==> src/rtl/addsub_pkg.sv <==
// Shared types and command-byte field positions for the add/subtract sequencer.
package addsub_pkg;

    typedef enum logic [2:0] {
        S_CMD,
        S_A,
        S_B,
        S_EXEC,
        S_OUT
    } state_e;

    localparam int unsigned CMD_SUB_BIT   = 0;
    localparam int unsigned CMD_CHAIN_BIT = 1;

endpackage

==> src/rtl/addsub_sequencer.sv <==
// Turns a command/operand byte stream into operations on an external adder/subtractor,
// registers the result with zero/negative flags and keeps it as an accumulator for chaining.
module addsub_sequencer
    import addsub_pkg::*;
#(
    parameter int unsigned DATA_W = 8
) (
    input  logic              clk,
    input  logic              rst,
    input  logic [DATA_W-1:0] in_data,
    input  logic              in_valid,
    output logic              in_ready,
    output logic [DATA_W-1:0] op_a,
    output logic [DATA_W-1:0] op_b,
    output logic              op_sub,
    input  logic [DATA_W-1:0] alu_result,
    output logic [DATA_W-1:0] out_data,
    output logic              out_zero,
    output logic              out_neg,
    output logic              out_valid,
    input  logic              out_ready
);

    state_e              state_q, state_d;
    logic [DATA_W-1:0]   op_a_q, op_a_d;
    logic [DATA_W-1:0]   op_b_q, op_b_d;
    logic                op_sub_q, op_sub_d;
    logic [DATA_W-1:0]   out_data_q, out_data_d;
    logic                out_zero_q, out_zero_d;
    logic                out_neg_q, out_neg_d;
    logic [DATA_W-1:0]   acc_q, acc_d;
    logic                in_xfer;

    always_ff @(posedge clk) begin
        if (rst) begin
            state_q    <= S_CMD;
            op_a_q     <= '0;
            op_b_q     <= '0;
            op_sub_q   <= 1'b0;
            out_data_q <= '0;
            out_zero_q <= 1'b0;
            out_neg_q  <= 1'b0;
            acc_q      <= '0;
        end else begin
            state_q    <= state_d;
            op_a_q     <= op_a_d;
            op_b_q     <= op_b_d;
            op_sub_q   <= op_sub_d;
            out_data_q <= out_data_d;
            out_zero_q <= out_zero_d;
            out_neg_q  <= out_neg_d;
            acc_q      <= acc_d;
        end
    end

    // Ready is held low during reset so no byte is ever seen as accepted then.
    assign in_ready = !rst && (state_q == S_CMD || state_q == S_A || state_q == S_B);
    assign in_xfer  = in_valid && in_ready;

    always_comb begin
        state_d    = state_q;
        op_a_d     = op_a_q;
        op_b_d     = op_b_q;
        op_sub_d   = op_sub_q;
        out_data_d = out_data_q;
        out_zero_d = out_zero_q;
        out_neg_d  = out_neg_q;
        acc_d      = acc_q;
        unique case (state_q)
            S_CMD: begin
                if (in_xfer) begin
                    op_sub_d = in_data[CMD_SUB_BIT];
                    if (in_data[CMD_CHAIN_BIT]) begin
                        op_a_d  = acc_q;
                        state_d = S_B;
                    end else begin
                        state_d = S_A;
                    end
                end
            end
            S_A: begin
                if (in_xfer) begin
                    op_a_d  = in_data;
                    state_d = S_B;
                end
            end
            S_B: begin
                if (in_xfer) begin
                    op_b_d  = in_data;
                    state_d = S_EXEC;
                end
            end
            S_EXEC: begin
                out_data_d = alu_result;
                out_zero_d = (alu_result == '0);
                out_neg_d  = alu_result[DATA_W-1];
                acc_d      = alu_result;
                state_d    = S_OUT;
            end
            S_OUT: begin
                if (out_ready) begin
                    state_d = S_CMD;
                end
            end
            default: state_d = S_CMD;
        endcase
    end

    assign op_a      = op_a_q;
    assign op_b      = op_b_q;
    assign op_sub    = op_sub_q;
    assign out_data  = out_data_q;
    assign out_zero  = out_zero_q;
    assign out_neg   = out_neg_q;
    assign out_valid = (state_q == S_OUT);

endmodule
==> config.mk <==
export PLATFORM = sky130hd
export DESIGN_NAME = addsub_sequencer
export DESIGN_NICKNAME = d
export VERILOG_FILES = /design/src/rtl/addsub_pkg.sv /design/src/rtl/addsub_sequencer.sv
export SDC_FILE = /design/constraint.sdc
export NUM_CORES = 1
export LEC_CHECK = 0
export CAP_MARGIN = 20
export CORE_MARGIN = 5
export CORE_UTILIZATION = 36
export DETAILED_ROUTE_END_ITERATION = 8
export DONT_BUFFER_PORTS = 1
export PLACE_DENSITY = 0.62
export SYNTH_ARGS = -nofsm -noshare
export SYNTH_HDL_FRONTEND = slang
export SYNTH_SLANG_ARGS = --single-unit
==> constraint.sdc <==
create_clock -name clk -period 3.2 [get_ports clk]
set_input_delay 0.48 -clock clk [delete_from_list [all_inputs] [get_ports clk]]
set_output_delay 0.48 -clock clk [all_outputs]
set_load 0.1 [all_outputs]
==> flow_summary_export.csv <==
group,metric,value,unit
run_status,status,"complete, no violations",
pwr,seqPwrFrac,60.4,%
final_timing,worstMarginPinSlew,1.04,ns
floorplan,num_rows,21,
layout,final-nonclk-buf-share,2.34,%
final_timing,final-setup-viol-count,0,
detailed_routing,wl_per_cell,17.4,µm
synthesis,ys_top_logic_family,"simple AND/OR/NAND/NOR gates",
pwr,ir_drop,0.258,mV
synthesis,ys_sh_xor,0,%
critical_path,path_buffers,1,
layout,clk_share,5.03,%
synthesis,top_cell_area_share,45.8,%
pwr,p_seq,0.485,mW
global_route,grt_pass1_wl,5.31,mm
pwr,p_leak,0.576,nW
pwr,power.density,576,nW/µm²
synthesis,syn_area,1270,µm²
final_timing,max_freq,0.456,GHz
layout,nFillCells,376,
pwr,top_power_group,"sequential cells",
global_route,overflow,0,
critical_path,crit_chain,"nor3b_2, clkbuf_16",
clock_tree,htree_levels,2,
critical_path,crit_type,"reg2out",
clock_tree,cts_max_path_buffers,2,
job,max_cap_violations,0,
global_route,grt_pass1_vias,1012,
layout,drive_above_1_share,13.6,%
clock_tree,clockRootBuffer,"clkbuf_4",
layout,nClkBuffers,7,
critical_path,worstPathMaxFanout,16,
pwr,switching_share,34.1,%
layout,design_area,1390,µm²
pwr,p_clk,0.255,mW
clock_tree,numCtsBuffers,5,
layout,dominant_cells,"multi-input combinational cells",
floorplan,ios,49,
critical_path,cp.arrival,1.71,ns
job,warnings,27,
clock_tree,cts_tree,"built",
floorplan,die_x,69.4,µm
synthesis,ys_sh_mux,6.31,%
critical_path,required,2.72,ns
synthesis,syn_inst,142,
final_timing,period_used_share,68.5,%
floorplan,die_area,4810,µm²
synthesis,yosysMostFrequentCell,"dfxtp_1",
synthesis,ys_top_cells_by_count,"dfxtp_1 (29), nand2_1 (16), nor2_1 (11), o21ai_0 (10)",
placed_design,io_buffers,0,
critical_path,worst_setup_path_start_kind,"register",
final_timing,holdWs,0.202,ns
layout,seq_share,41.8,%
clock_tree,clk_latency,0.33,ns
pwr,netSwitchingPower,0.273,mW
placed_design,gp_congestion,0.701,
layout,nNonClkBuffers,2,
detailed_routing,routed_via_density,5.45,
final_timing,report.final.hold_viol_count,0,
synthesis,ys_warn_count,0,
clock_tree,postCtsSetupBuffers,0,
synthesis,simple_gate_area_share,24.0,%
layout,seq_cells,29,
clock_tree,ctsHoldBuffers,0,
critical_path,crit_slowest_cell,"dfxtp_1",
hold_path,hold_class,"in2reg",
placed_design,dpl-instance-area,1320,µm²
clock_tree,cts_resized,0,
synthesis,async_flop_share,0,%
final_timing,rsz0062_at_grt,"no",
pwr,combinationalPower,0.0624,mW
floorplan,tapCellCount,46,
floorplan,core,3360,µm²
pwr,power,0.802,mW
layout,area_growth,9.76,%
final_timing,fin_skew,0.00979,ns
## per-layer routing
layer | GRT usage [%] | part of all wire (%) | wire length [µm]
met2 | 21.7 | 49 | 1580
met1 | 16.2 | 40 | 1290
met5 | 0 | 0 | 0
met4 | 4.56 | 1.3 | 41
met3 | 6.81 | 9.8 | 315
## worst paths after layout
kind / endpoint / cells after the start / slack [ns] / startpoint
max: out_valid / 2 / 1.01 / state_q[2]
min: op_a[1] / 1 / 0.20 / rst
max reg2reg: acc_q[5] / 3 / 1.19 / state_q[0]
min reg2reg: state_q[1] / 2 / 0.67 / state_q[1]
## through the flow
step / setup TNS (ns) / setup WS [ns]
2_1_floorplan: -0.000964 / -0.000964
3_3_place_gp: 0 / 1.37
3_5_place_dp: 0 / 1.22
4_1_cts: 0 / 1.01
5_1_grt: 0 / 0.904
6_report: 0 / 1.01
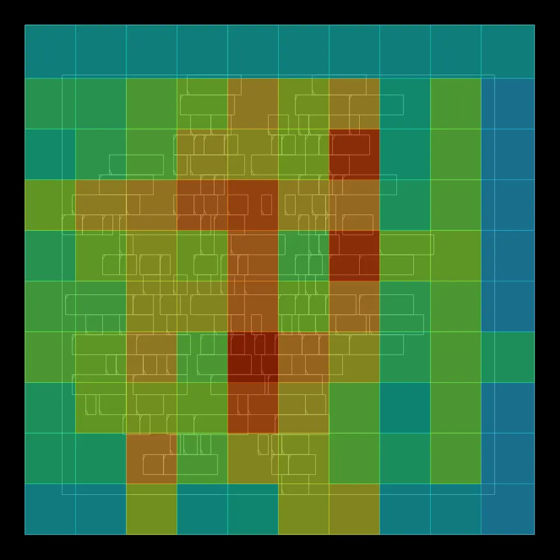
**Above:** routing congestion.
busiest grt layer: met2
global routing usage on met2: 21.7%
Tot GR Track Use: 13.8%
fin util: 41.4%

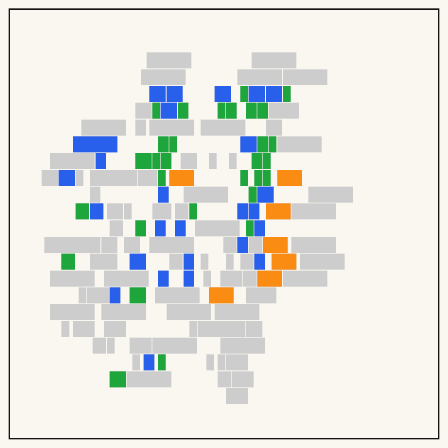
**Above:** logic cells by family.
colour	family	cells	most used
green	NAND gates	30	nand2_1
orange	AND-OR and OR-AND gates	7	o221a_2
blue	inverting AOI/OAI gates	26	o21ai_0

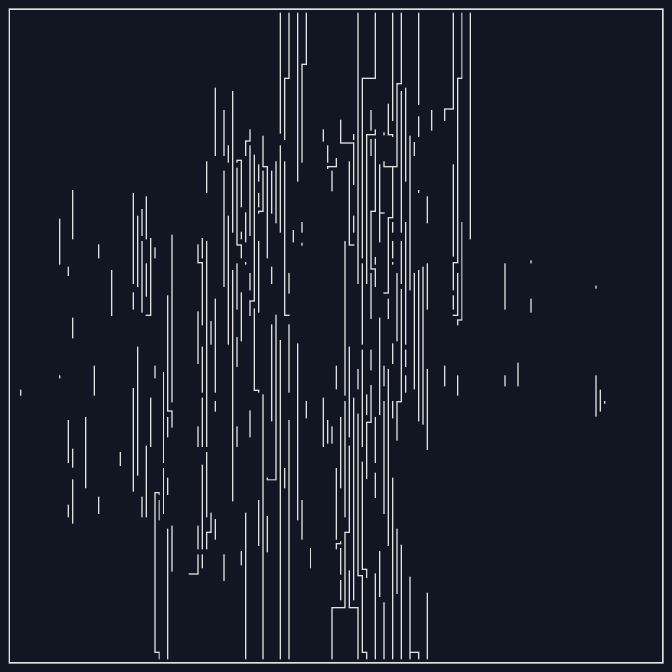
**Above:** the metal 2 layer.
longest straight run	33.8 µm
nets with wire on the layer	133
final WL: 3.23 mm
routed via count: 1013

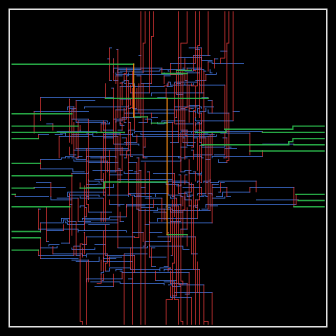
**Above:** signal wires by layer.
colour	layer	wire length
green	met3	316 µm
orange	met4	41.5 µm
red	met2	1580 µm
blue	met1	1290 µm

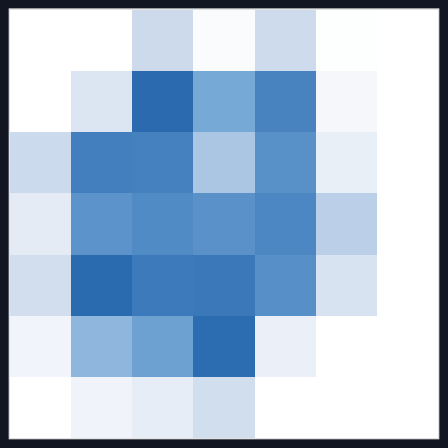
**Above:** local utilization.
7 x 7 tiles, from white (low) to dark blue (high), 0 to 100% covered.
emptiest ninth of the die	lower right
mean over tiles	28%
densest ninth of the die	centre
fullest tile	77%
tiles over 75% full	6.1%
nearly empty tiles	31%

Power figures rest on the tool's default switching activity, not on a simulated workload.
